==> images/floorplan.png <==
(4 px per um) Pins as bars on the die edge. Tap cells in grey.
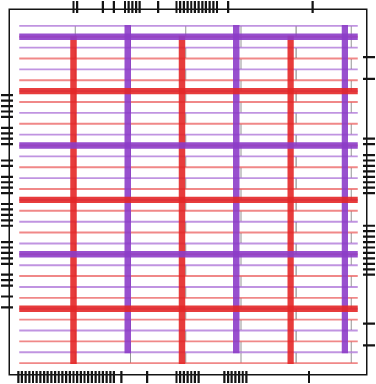
==> images/class_map.png <==
(4 px per um) Fill, decap, tap and diode cells in grey.
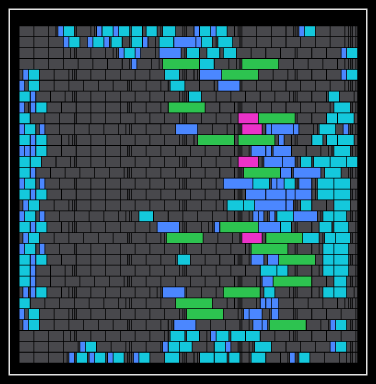
==> images/clock_wires.png <==
(4 px per um)
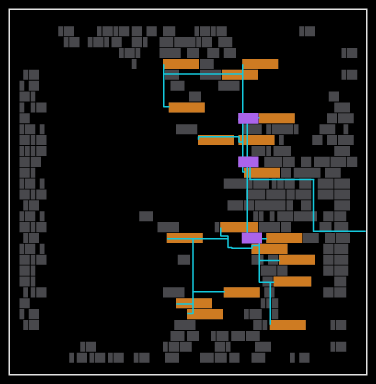
==> images/layers.png <==
(4 px per um)
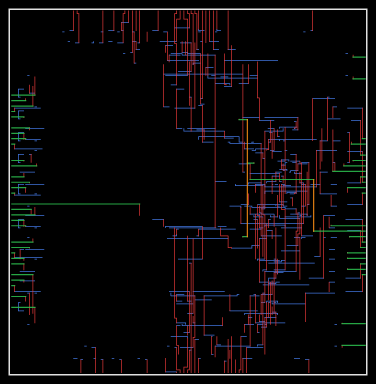
`src/rtl/excpt_pkg.sv`:
```
// rtl/excpt_pkg.sv - shared types and constants for the exception sequencer
package excpt_pkg;

  // Sequencer states
  typedef enum logic [2:0] {
    ST_IDLE = 3'd0,
    ST_EPC  = 3'd1,
    ST_ADDR = 3'd2,
    ST_LOAD = 3'd3,
    ST_JUMP = 3'd4
  } state_t;

  // Cause codes reported on the cause output
  localparam logic [1:0] CAUSE_NONE  = 2'd0;
  localparam logic [1:0] CAUSE_INVOP = 2'd1;
  localparam logic [1:0] CAUSE_OVF   = 2'd2;
  localparam logic [1:0] CAUSE_DIV0  = 2'd3;

  // ALU operation used to form PC-4
  localparam logic [2:0] ALU_SUB = 3'b010;

  // Default build parameters and mux select codes
  localparam int          MEM_WAIT_DEF   = 2;
  localparam logic [31:0] VEC_INVOP_DEF  = 32'd253;
  localparam logic [31:0] VEC_OVF_DEF    = 32'd254;
  localparam logic [31:0] VEC_DIV0_DEF   = 32'd255;
  localparam logic [2:0]  IORD_EXCPT_DEF = 3'd3;
  localparam logic [1:0]  SRCA_PC_DEF    = 2'd0;
  localparam logic [1:0]  SRCB_FOUR_DEF  = 2'd1;
  localparam logic [2:0]  PCSRC_VEC_DEF  = 3'd6;

  // Wait counter width covers MEM_WAIT up to 7
  localparam int CNT_W = 3;

endpackage

```
`src/rtl/excpt_ctrl_if.sv`:
```
// rtl/excpt_ctrl_if.sv - event inputs and datapath override outputs of the exception sequencer
interface excpt_ctrl_if;
  logic        invop_evt;
  logic        ovf_evt;
  logic        div0_evt;
  logic [31:0] mem_data;
  logic        busy;
  logic [31:0] excpt_addr;
  logic [2:0]  iord;
  logic        mem_wr;
  logic [1:0]  alusrca;
  logic [1:0]  alusrcb;
  logic [2:0]  aluctrl;
  logic        epc_write;
  logic [2:0]  pcsource;
  logic        pc_write;
  logic [31:0] pc_target;
  logic [1:0]  cause;
  logic        done;
  logic        double_fault;

  // Control unit / memory side
  modport master (
    output invop_evt, ovf_evt, div0_evt, mem_data,
    input  busy, excpt_addr, iord, mem_wr, alusrca, alusrcb, aluctrl,
           epc_write, pcsource, pc_write, pc_target, cause, done, double_fault
  );

  // Exception sequencer side
  modport slave (
    input  invop_evt, ovf_evt, div0_evt, mem_data,
    output busy, excpt_addr, iord, mem_wr, alusrca, alusrcb, aluctrl,
           epc_write, pcsource, pc_write, pc_target, cause, done, double_fault
  );
endinterface

```
`src/rtl/excpt_prio_enc.sv`:
```
// rtl/excpt_prio_enc.sv - fixed-priority encoder from event pulses to cause and vector address
module excpt_prio_enc
  import excpt_pkg::*;
#(
  parameter logic [31:0] VEC_INVOP = VEC_INVOP_DEF,
  parameter logic [31:0] VEC_OVF   = VEC_OVF_DEF,
  parameter logic [31:0] VEC_DIV0  = VEC_DIV0_DEF
) (
  input  logic        i_invop,
  input  logic        i_ovf,
  input  logic        i_div0,
  output logic        o_valid,
  output logic [1:0]  o_cause,
  output logic [31:0] o_vec
);

  // Invalid opcode wins, then divide-by-zero, then overflow; losers are dropped
  always_comb begin
    o_valid = 1'b1;
    o_cause = CAUSE_NONE;
    o_vec   = 32'd0;
    if (i_invop) begin
      o_cause = CAUSE_INVOP;
      o_vec   = VEC_INVOP;
    end else if (i_div0) begin
      o_cause = CAUSE_DIV0;
      o_vec   = VEC_DIV0;
    end else if (i_ovf) begin
      o_cause = CAUSE_OVF;
      o_vec   = VEC_OVF;
    end else begin
      o_valid = 1'b0;
    end
  end

endmodule

```
`src/rtl/excpt_ctrl.sv`:
```
// rtl/excpt_ctrl.sv - exception sequencer: saves PC-4 to EPC, fetches vector byte, jumps to handler
module excpt_ctrl
  import excpt_pkg::*;
#(
  parameter int          MEM_WAIT   = MEM_WAIT_DEF,
  parameter logic [31:0] VEC_INVOP  = VEC_INVOP_DEF,
  parameter logic [31:0] VEC_OVF    = VEC_OVF_DEF,
  parameter logic [31:0] VEC_DIV0   = VEC_DIV0_DEF,
  parameter logic [2:0]  IORD_EXCPT = IORD_EXCPT_DEF,
  parameter logic [1:0]  SRCA_PC    = SRCA_PC_DEF,
  parameter logic [1:0]  SRCB_FOUR  = SRCB_FOUR_DEF,
  parameter logic [2:0]  PCSRC_VEC  = PCSRC_VEC_DEF
) (
  input  logic         clk,
  input  logic         reset,
  excpt_ctrl_if.slave  bus
);

  localparam logic [CNT_W-1:0] WAIT_LOAD = CNT_W'(MEM_WAIT);

  state_t           r_state;
  state_t           w_next;
  logic [CNT_W-1:0] r_cnt;
  logic [1:0]       r_cause;
  logic [31:0]      r_excpt_addr;
  logic [31:0]      r_pc_target;
  logic             r_double_fault;

  logic             w_evt_valid;
  logic             w_evt_any;
  logic [1:0]       w_evt_cause;
  logic [31:0]      w_evt_vec;

  assign w_evt_any = bus.invop_evt | bus.ovf_evt | bus.div0_evt;

  excpt_prio_enc #(
    .VEC_INVOP (VEC_INVOP),
    .VEC_OVF   (VEC_OVF),
    .VEC_DIV0  (VEC_DIV0)
  ) u_prio_enc (
    .i_invop (bus.invop_evt),
    .i_ovf   (bus.ovf_evt),
    .i_div0  (bus.div0_evt),
    .o_valid (w_evt_valid),
    .o_cause (w_evt_cause),
    .o_vec   (w_evt_vec)
  );

  // State register; reset aborts any sequence in flight
  always_ff @(posedge clk or posedge reset) begin
    if (reset) r_state <= ST_IDLE;
    else       r_state <= w_next;
  end

  // Next state and override outputs decoded purely from the current state
  always_comb begin
    w_next        = r_state;
    bus.iord      = 3'd0;
    bus.mem_wr    = 1'b0;
    bus.alusrca   = 2'd0;
    bus.alusrcb   = 2'd0;
    bus.aluctrl   = 3'd0;
    bus.epc_write = 1'b0;
    bus.pcsource  = 3'd0;
    bus.pc_write  = 1'b0;
    bus.done      = 1'b0;
    case (r_state)
      ST_IDLE: begin
        if (w_evt_valid) w_next = ST_EPC;
      end
      ST_EPC: begin
        bus.alusrca   = SRCA_PC;
        bus.alusrcb   = SRCB_FOUR;
        bus.aluctrl   = ALU_SUB;
        bus.epc_write = 1'b1;
        w_next        = ST_ADDR;
      end
      ST_ADDR: begin
        bus.iord = IORD_EXCPT;
        if (r_cnt == '0) w_next = ST_LOAD;
      end
      ST_LOAD: begin
        bus.iord = IORD_EXCPT;
        w_next   = ST_JUMP;
      end
      ST_JUMP: begin
        bus.pcsource = PCSRC_VEC;
        bus.pc_write = 1'b1;
        bus.done     = 1'b1;
        w_next       = ST_IDLE;
      end
      default: w_next = ST_IDLE;
    endcase
  end

  // Memory wait counter: loaded on leaving EPC so ADDR lasts MEM_WAIT+1 cycles
  always_ff @(posedge clk or posedge reset) begin
    if (reset)                                r_cnt <= '0;
    else if (r_state == ST_EPC)               r_cnt <= WAIT_LOAD;
    else if (r_state == ST_ADDR && r_cnt != '0) r_cnt <= r_cnt - 1'b1;
  end

  // Cause/vector latched on acceptance, handler byte captured at the end of LOAD
  always_ff @(posedge clk or posedge reset) begin
    if (reset) begin
      r_cause      <= CAUSE_NONE;
      r_excpt_addr <= 32'd0;
      r_pc_target  <= 32'd0;
    end else begin
      if (r_state == ST_IDLE && w_evt_valid) begin
        r_cause      <= w_evt_cause;
        r_excpt_addr <= w_evt_vec;
      end
      if (r_state == ST_LOAD) r_pc_target <= {24'd0, bus.mem_data[7:0]};
    end
  end

  // Sticky flag for events that arrive while a sequence is running
  always_ff @(posedge clk or posedge reset) begin
    if (reset)                                 r_double_fault <= 1'b0;
    else if (r_state != ST_IDLE && w_evt_any)  r_double_fault <= 1'b1;
  end

  assign bus.busy         = (r_state != ST_IDLE);
  assign bus.excpt_addr   = r_excpt_addr;
  assign bus.pc_target    = r_pc_target;
  assign bus.cause        = r_cause;
  assign bus.double_fault = r_double_fault;

endmodule

```
`src/flat_wrapper.sv`:
```
// flat-port wrapper written by rule: the top's interface ports become plain ports
module excpt_ctrl_flat import excpt_pkg::*;
#(
  parameter int          MEM_WAIT   = MEM_WAIT_DEF,
  parameter logic [31:0] VEC_INVOP  = VEC_INVOP_DEF,
  parameter logic [31:0] VEC_OVF    = VEC_OVF_DEF,
  parameter logic [31:0] VEC_DIV0   = VEC_DIV0_DEF,
  parameter logic [2:0]  IORD_EXCPT = IORD_EXCPT_DEF,
  parameter logic [1:0]  SRCA_PC    = SRCA_PC_DEF,
  parameter logic [1:0]  SRCB_FOUR  = SRCB_FOUR_DEF,
  parameter logic [2:0]  PCSRC_VEC  = PCSRC_VEC_DEF
)
  (clk, reset, bus_invop_evt, bus_ovf_evt, bus_div0_evt, bus_mem_data, bus_busy, bus_excpt_addr, bus_iord, bus_mem_wr, bus_alusrca, bus_alusrcb, bus_aluctrl, bus_epc_write, bus_pcsource, bus_pc_write, bus_pc_target, bus_cause, bus_done, bus_double_fault);
  excpt_ctrl_if bus_i ();
  input  logic clk;
  input  logic reset;
  input wire logic [$bits(bus_i.invop_evt)-1:0] bus_invop_evt;
  input wire logic [$bits(bus_i.ovf_evt)-1:0] bus_ovf_evt;
  input wire logic [$bits(bus_i.div0_evt)-1:0] bus_div0_evt;
  input wire logic [$bits(bus_i.mem_data)-1:0] bus_mem_data;
  output wire logic [$bits(bus_i.busy)-1:0] bus_busy;
  output wire logic [$bits(bus_i.excpt_addr)-1:0] bus_excpt_addr;
  output wire logic [$bits(bus_i.iord)-1:0] bus_iord;
  output wire logic [$bits(bus_i.mem_wr)-1:0] bus_mem_wr;
  output wire logic [$bits(bus_i.alusrca)-1:0] bus_alusrca;
  output wire logic [$bits(bus_i.alusrcb)-1:0] bus_alusrcb;
  output wire logic [$bits(bus_i.aluctrl)-1:0] bus_aluctrl;
  output wire logic [$bits(bus_i.epc_write)-1:0] bus_epc_write;
  output wire logic [$bits(bus_i.pcsource)-1:0] bus_pcsource;
  output wire logic [$bits(bus_i.pc_write)-1:0] bus_pc_write;
  output wire logic [$bits(bus_i.pc_target)-1:0] bus_pc_target;
  output wire logic [$bits(bus_i.cause)-1:0] bus_cause;
  output wire logic [$bits(bus_i.done)-1:0] bus_done;
  output wire logic [$bits(bus_i.double_fault)-1:0] bus_double_fault;
  assign bus_i.invop_evt = bus_invop_evt;
  assign bus_i.ovf_evt = bus_ovf_evt;
  assign bus_i.div0_evt = bus_div0_evt;
  assign bus_i.mem_data = bus_mem_data;
  assign bus_busy = bus_i.busy;
  assign bus_excpt_addr = bus_i.excpt_addr;
  assign bus_iord = bus_i.iord;
  assign bus_mem_wr = bus_i.mem_wr;
  assign bus_alusrca = bus_i.alusrca;
  assign bus_alusrcb = bus_i.alusrcb;
  assign bus_aluctrl = bus_i.aluctrl;
  assign bus_epc_write = bus_i.epc_write;
  assign bus_pcsource = bus_i.pcsource;
  assign bus_pc_write = bus_i.pc_write;
  assign bus_pc_target = bus_i.pc_target;
  assign bus_cause = bus_i.cause;
  assign bus_done = bus_i.done;
  assign bus_double_fault = bus_i.double_fault;
  excpt_ctrl #(.MEM_WAIT(MEM_WAIT), .VEC_INVOP(VEC_INVOP), .VEC_OVF(VEC_OVF), .VEC_DIV0(VEC_DIV0), .IORD_EXCPT(IORD_EXCPT), .SRCA_PC(SRCA_PC), .SRCB_FOUR(SRCB_FOUR), .PCSRC_VEC(PCSRC_VEC)) u_core (.clk(clk), .reset(reset), .bus(bus_i));
endmodule
```
`config.mk`:
```
export PLATFORM = sky130hd
export DESIGN_NAME = excpt_ctrl_flat
export DESIGN_NICKNAME = d
export VERILOG_FILES = /design/src/rtl/excpt_pkg.sv /design/src/rtl/excpt_ctrl_if.sv /design/src/rtl/excpt_prio_enc.sv /design/src/rtl/excpt_ctrl.sv /design/src/flat_wrapper.sv
export SDC_FILE = /design/constraint.sdc
export NUM_CORES = 1
export LEC_CHECK = 0
export ABC_AREA = 0
export CAP_MARGIN = 20
export CELL_PAD_IN_SITES_DETAIL_PLACEMENT = 0
export CELL_PAD_IN_SITES_GLOBAL_PLACEMENT = 1
export CORE_AREA = 2 2 87 89
export CTS_CLUSTER_DIAMETER = 150
export DETAILED_ROUTE_END_ITERATION = 16
export DIE_AREA = 0 0 89 91
export GPL_TIMING_DRIVEN = 0
export PLACE_DENSITY = 0.88
export SLEW_MARGIN = 20
export SYNTH_ARGS = -nofsm -noshare
export SYNTH_HDL_FRONTEND = slang
export SYNTH_SLANG_ARGS = --single-unit
```
`constraint.sdc`:
```
create_clock -name clk -period 1.45 [get_ports clk]
set_input_delay 0.29 -clock clk [delete_from_list [all_inputs] [get_ports clk]]
set_output_delay 0.29 -clock clk [all_outputs]
set_load 0.02 [all_outputs]
```
==> Changelog: implementation <==
### Metrics

- Min setup slack post-route: -125 ps
- Worst hold-check path type: in2async
- Final hold slack: 454 ps
- CP Max Fanout: 6
- Pin count of the biggest net entering global routing: 19
- Clock tree skew after final layout: 3.16 ps
- Number of antenna diodes: 0
- Tally of max-capacitance violations: 0
- H-tree Lvls: 1
- Number of failing hold endpoints at the final stage: 0
- Worst path slowest cell: sky130_fd_sc_hd__dfrtp_1
- Most numerous logic cells after layout: sky130_fd_sc_hd__buf_4 (74), sky130_fd_sc_hd__conb_1 (56), sky130_fd_sc_hd__buf_6 (19), sky130_fd_sc_hd__dfrtp_1 (16), sky130_fd_sc_hd__dlygate4sd2_1 (14)
- Critical Path AT: 1290 ps
- CP peak stage delay: just under 400 ps
- Number of vias per cell: 2.97
- Clock power frac: between 10% and 20%
- Cell Area, Placed: 0.00215 mm2
- Global-route wire length before repair: 4110 um
- Sequential share of the synthesized area: 32.1%
- Gate power share: a little under 70%
- Count of flip-flops with a built-in enable after synthesis: 0
- Synthesis area per yosys: 0.00140 mm2
- Global placement routability congestion: 0.676
- Outcome: finished, violations left
- Power per standard cell area: 1690 mW/mm2
- Worst slack at placement: -397 ps
- Number of CTS-inserted buffers: 3
- Critical R2R Launch: u_core.r_state[2]$_DFFE_PP0P_
- Number of I/O pins: 122
- Pre-placement core utilization: slightly below 20%
- Static leakage: between 1 and 1.5 nW
- Failing checks: setup timing
- Total setup violations reported at the end of the flow: 10
## Picture notes: floorplan.png
red -> VSS
purple -> VDD
met1 rails = 32
signal pins = 122
tap cells = 99
rows = 31
worst supply voltage drop on vdd: 393 uV
die width: 89 um
floorplan die height: 91 um
core area: 0.00714 mm2

## Picture notes: class_map.png
cyan -> remaining buffers and delay cells  # cells 124, share of their area 48%
green -> registers  # cells 18, share of their area 20%
blue -> remaining logic cells  # cells 103, share of their area 29%
magenta -> clock drivers and dummy loads  # cells 4, share of their area 2.5%
row cnt: 31
final design instance area without fill: 0.00235 mm2

## Picture notes: clock_wires.png
orange -> flip-flops  # count 18
purple -> clock-net drivers  # count 3
cyan -> clock wires  # length 254 um
routed clock nets = 4

## Picture notes: layers.png
green -> M3  # wire length 243 um
blue -> M1  # wire length 938 um
orange -> M4  # wire length 42.2 um
red -> M2  # wire length 1410 um
overall via count from detail_route: 1033
total detailed-routing wirelength: 2640 um
post-detailed-route wirelength per cell: 7.57 um

-- power groups by stage --
stage	Sequential [mW]	Clock [mW]	Combinational, mW
floorplan	1.04	0	1.45
global placement	0.884	0	2.33
detailed placement	0.886	0	2.37
CTS	0.871	0.425	2.57
global route	0.900	0.445	2.90
finish	0.869	0.406	2.69
-- synth_stat cells (all sizes together) (2+ instances only) --
master   n  area (um2)
a21oi    3        15.0
buf     71         541
dfrtp   18         450
ha       2        25.0
inv      7        26.3
mux2     9         135
nand2    2        23.8
nor2     7        26.3
nor2b    2        22.5
o21bai   2        15.0
-- through the flow --
stage | std cells | util, % | setup TNS [ps]
after global placement | 332 | 30.1 | -3490
final | 348 | 32.9 | -645
after floorplan | 192 | - | 0
after detailed placement | 332 | 30.1 | -3470
after CTS | 345 | 32.1 | -627
after global routing | 348 | 32.9 | -1220
-- repair_timing --
item                                    in CTS  in global routing
gates resized                               88                 12
buffers inserted                             9                  3
endpoints found under the setup margin      29                 17
pin swaps                                    3                  1
-- how the worst max path moves through the flow --
stage / start / to / cells after the start
finish: u_core.r_state[1]$_DFFE_PP0P_ / bus_aluctrl[1] / 4
global route: u_core.r_state[1]$_DFFE_PP0P_ / bus_aluctrl[1] / 4
CTS: u_core.r_state[1]$_DFFE_PP0P_ / bus_aluctrl[1] / 4
detailed placement: u_core.r_state[2]$_DFFE_PP0P_ / bus_aluctrl[1] / 3
global placement: u_core.r_state[2]$_DFFE_PP0P_ / bus_alusrcb[0] / 3
floorplan: u_core.r_state[0]$_DFFE_PP0P_ / bus_pc_write / 4
-- state kept, by name (all words and copies together) (netlist names) --
register	count
u_core.bus.double_fault	1
u_core.bus.pc_target	8
u_core.bus.excpt_addr	2
u_core.r_state	3
u_core.r_cnt	3
u_core.bus.cause	1
-- metal layers --
metal	wire, um	global-route usage, %	vias to the layer above
met1	937	6.63	437
met4	42	2.61	0
met2	1410	11.9	57
li1	-	-	534
met3	242	1.18	5
met5	0	0	-
-- critical path, delay by kind of cell, from the launching register on --
kind	cells	cell delay [ps]
buffers and inverters	3	400
and+or+nand+nor	1	240
DFF	1	390
-- area by class of cell --
type	instances	area (um2)	share of cell area, %
buffer	71	556	23.7
clock buffer	4	55.1	2.35
inverter	7	26.3	1.12
multi-input combinational	96	627	26.7
sequential	18	453	19.3
tap	99	124	5.28
timing repair buffer	53	507	21.6
-- logic make-up after synthesis --
group / count (synthesis) / synth area share, %
mux: 10 / 10.3
other cells: 1 / 0.267
xor+xnor: 1 / 0.624
buf+inv: 78 / 40.4
flops: 18 / 32.1
fa+ha+maj: 2 / 1.78
compound gates: 9 / 4.28
simple gates: 18 / 10.3
No activity file was given, so power comes from the tool's default toggle rates.
